Design regfile_dump_reader, sky130hd; sources not shown.
Run 1, where the registers sit:
Bar = 20 um. Other sequential cells in the stronger gray, the rest of the logic in the fainter gray.
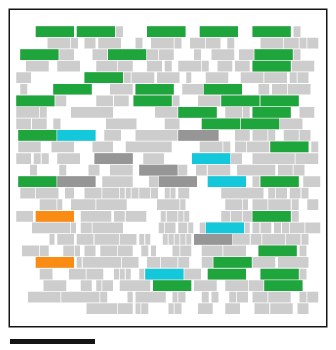
orange -> state_q  # flops 2
green -> dump_data_o  # flops 32, where all over the die
cyan -> dump_index_o  # flops 5
Seq area share: 31.1%
register area: 1130 um2
fin util: 74.2%

Run 1, congestion heat map:
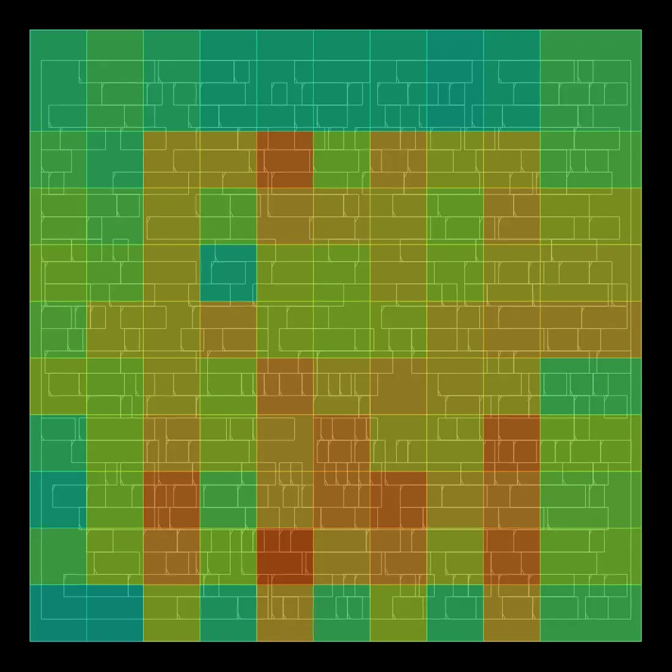
GR Layer Usage met1: 22.2%
WL/cell: 14.9 um
GR Util All Layers: 18.5%

Run 1, selected gate families:
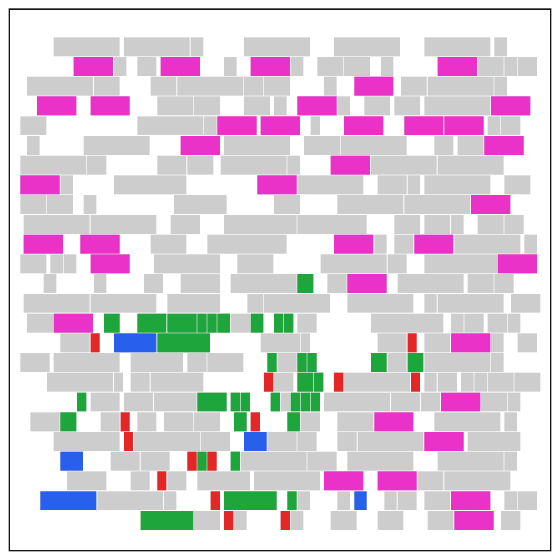
magenta -> multiplexers  # cells 36, most used mux2_4, where all over the die
blue -> inverting AOI/OAI gates  # cells 5
red -> inverters  # cells 14, most used inv_1
green -> NAND gates  # cells 34, most used nand2_1
Comb/total area: 28.6%
final non-filler cell total: 360

==> flow_metrics.py, run 1 <==
# Synthesis and PnR figures
metrics = {
    "finish": {
        "drive_gt1_share_pct": 60.4,
        "buf_share_pct": 33.3,
        "fillers": 334,
        "layout.nets": 334,
        "clk_share_pct": 3.21,
        "inverters": 14,
        "antenna_cells": 0,
        "area_growth_pct": 77.0,
        "final_area_um2": 3620,
        "num-clock-buffers": 7,
    },
    "synth": {
        "muxShareOfSynthArea_pct": 22.6,
        "syn_nets": 197,
        "ys_cells": 155,
        "yosys.area_share.aoi_pct": 1.35,
        "logic_family": "multiplexers",
        "ys_seq_share_pct": 55.0,
        "synthesis.area_um2": 2050,
        "synth-edff-count": 0,
        "async_reset_ff_share_pct": 100,
        "ys_chip_area_um2": 2050,
        "ys_top_cells_by_area": "dfrtp_1, mux2_2, mux2_4, nand2_1, ha_1",
        "netlist_instances": 155,
        "synthAdderAreaFrac_pct": 3.67,
        "largest_area_cell": "dfrtp_1",
        "netlist.area_leader.share_pct": 55.0,
        "synth.ff_latch_count": 45,
        "flop_cell": "dfrtp_1",
        "avgSynthCellArea_um2": 13.2,
        "most_common_cell": "dfrtp_1",
    },
    "run": {
        "warnings": 32,
    },
    "route": {
        "route.vias.total": 1627,
        "drtIter0Drc": 60,
        "met1_length_um": 2240,
        "met2_length_um": 2800,
        "postRouteAntennaNets": 0,
        "firstDrtPassIters": 4,
    },
    "timing": {
        "holdWs_ns": 0.509,
        "worst_slew_pin_slew_ns": 0.245,
        "period_needed_ns": 1.62,
        "finalMaxSlewViolations": 0,
        "hold_viol": 0,
        "maxSlewHeadroom_pct": 83.7,
        "rsz0062_at_grt": "yes",
        "setup_viol": 6,
        "finalCritPeriodShare_pct": 108,
        "fmax_mhz": 616,
        "skew_ns": 0.00217,
        "setup_slack_ns": -0.124,
    },
    "cts": {
        "cts_sinks": 45,
        "worstSkewPairLatency_ns": 0.30,
        "clock-root-buffer": "clkbuf_8",
        "cts_hold_buf": 1,
    },
    "critical_path": {
        "crit_cells": 6,
        "cp_num_buf_inv": 4,
        "max_stage_delay_ns": 0.39,
        "cp-start-kind": "flop",
        "worst-setup-path-type": "reg -> out",
        "rrSetupSlack_ns": 0.01,
        "cpLargestDelayFamily": "flip-flops",
        "required_ns": 1.20,
        "crit_slowest_cell": "dfrtp_1",
        "endpoint_kind": "primary output",
        "cp_max_fo": 4,
        "reg2regPathDepth": 10,
    },
    "grt": {
        "met3_usage_pct": 4.74,
        "grt_pass1_wl_um": 7490,
        "grt_pass1_vias": 1553,
        "grt_busiest_layer": "met2",
        "antenna_found_initial": 0,
        "grt_max_degree": 46,
        "grt_overflow": 0,
    },
    "floorplan": {
        "die_h_um": 74.4,
        "pin_count": 82,
        "chipArea_um2": 5540,
    },
    "run_status": {
        "violations": "setup timing",
        "outcome": "finished, violations left",
    },
    "placed_design": {
        "dpl-instance-area_um2": 3030,
        "pre_cts_ws_ns": -0.236,
        "port_buffers": 81,
        "place_congestion": 0.773,
    },
}
Run 1, sizing map:
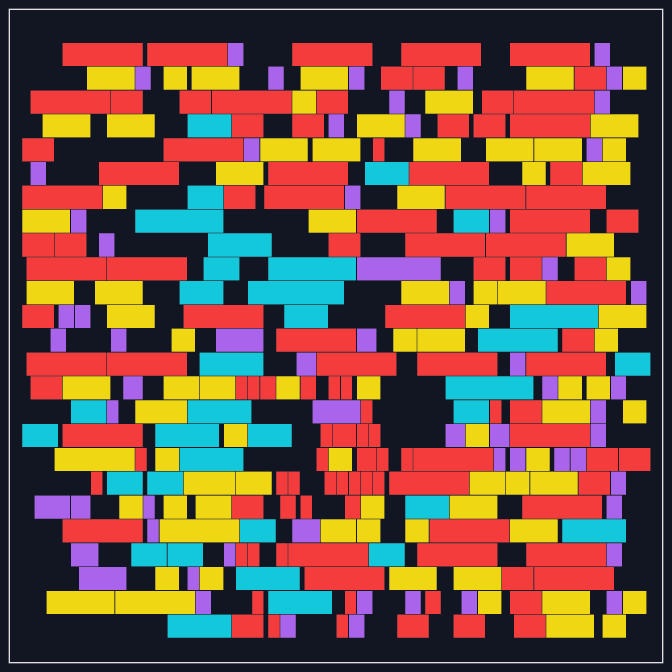

==> run 2, diff against run 1 <==
--- a/config.mk
+++ b/config.mk
@@ -8,2 +8,3 @@
 export ABC_AREA = 1
+export CAP_MARGIN = 10
 export CORE_UTILIZATION = 39
--- a/constraint.sdc
+++ b/constraint.sdc
@@ -3,2 +3,2 @@
 set_output_delay 0.3 -clock clk [all_outputs]
-set_load 0.005 [all_outputs]
+set_load 0.1 [all_outputs]
Run 2, sizing map:
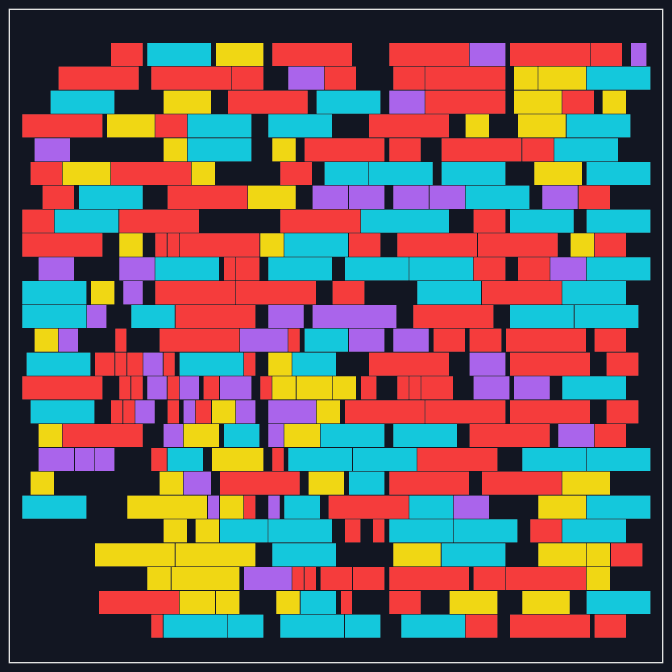
yellow -> drive 3 to 4  # cells 52, share 19%
purple -> drive 2  # cells 43, share 16%
red -> drive 1 or less  # cells 111, share 41%
cyan -> drive 6 and up  # cells 65, share 24%
Area Overhead vs Synth: 90.3%
post-route cell area: 3890 um2

==> run 2 against run 1 <==
The run still ends with setup timing left. Critical path type unchanged. Register-to-register slack got worse by 0.09 ns. Synthesized area unchanged. Critical endpoint is now Read_Register_o[3]. Via count decreased by 3.2%. Flip-flop count unchanged. Clock-buffer cell count decreased by 1. Worst hold slack improved by 0.0025 ns. Utilization increased by 5.6 points.
==> flow_metrics.py, run 2 <==
# Synthesis and PnR figures
metrics = {
    "run_status": {
        "outcome": "finished, violations left",
        "violations": "setup timing",
    },
    "critical_path": {
        "endpoint_kind": "primary output",
        "crit_cells": 5,
        "cp_max_fo": 5,
        "worst-setup-path-type": "reg -> out",
        "rrSetupSlack_ns": -0.08,
    },
    "cts": {
        "cts_sinks": 45,
        "clock-root-buffer": "clkbuf_8",
    },
    "timing": {
        "finalCritPeriodShare_pct": 112,
        "maxSlewHeadroom_pct": 83.3,
        "worst_slew_pin_slew_ns": 0.251,
        "setup_slack_ns": -0.174,
        "rsz0062_at_grt": "yes",
        "setup_viol": 40,
        "holdWs_ns": 0.512,
        "skew_ns": 0.00879,
    },
    "route": {
        "drtIter0Drc": 93,
        "met1_length_um": 2250,
        "wl_per_cell_um": 16.0,
        "postRouteAntennaNets": 0,
    },
    "placed_design": {
        "pre_cts_ws_ns": -0.0233,
        "place_congestion": 0.819,
        "dpl-instance-area_um2": 3490,
    },
    "synth": {
        "ys_top_cells_by_area": "dfrtp_1, mux2_2, mux2_4, nand2_1, ha_1",
        "synth-edff-count": 0,
        "synthesis.area_um2": 2050,
        "muxShareOfSynthArea_pct": 22.6,
        "ys_cells": 155,
    },
    "grt": {
        "grt_overflow": 0,
        "grt_busiest_layer": "met2",
        "grt_usage_pct": 19.6,
        "grt_pass1_vias": 1586,
    },
    "run": {
        "warnings": 32,
    },
    "finish": {
        "clk_share_pct": 1.99,
        "antenna_cells": 0,
        "num-clock-buffers": 6,
        "drive_gt1_share_pct": 59.0,
        "buf_share_pct": 41.0,
        "seq-cell-share_pct": 29.0,
    },
}
Run 2, congestion heat map:
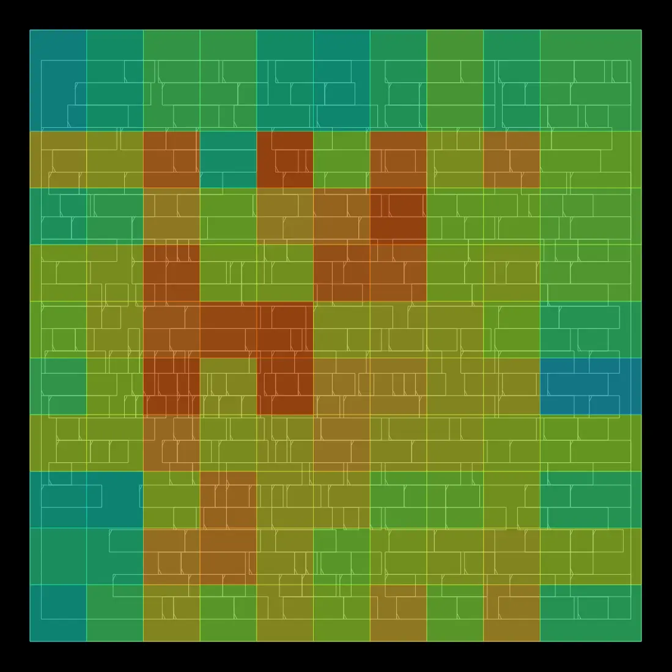
met3 Track Usage GR: 4.61%
GR Layer Usage met1: 25.4%

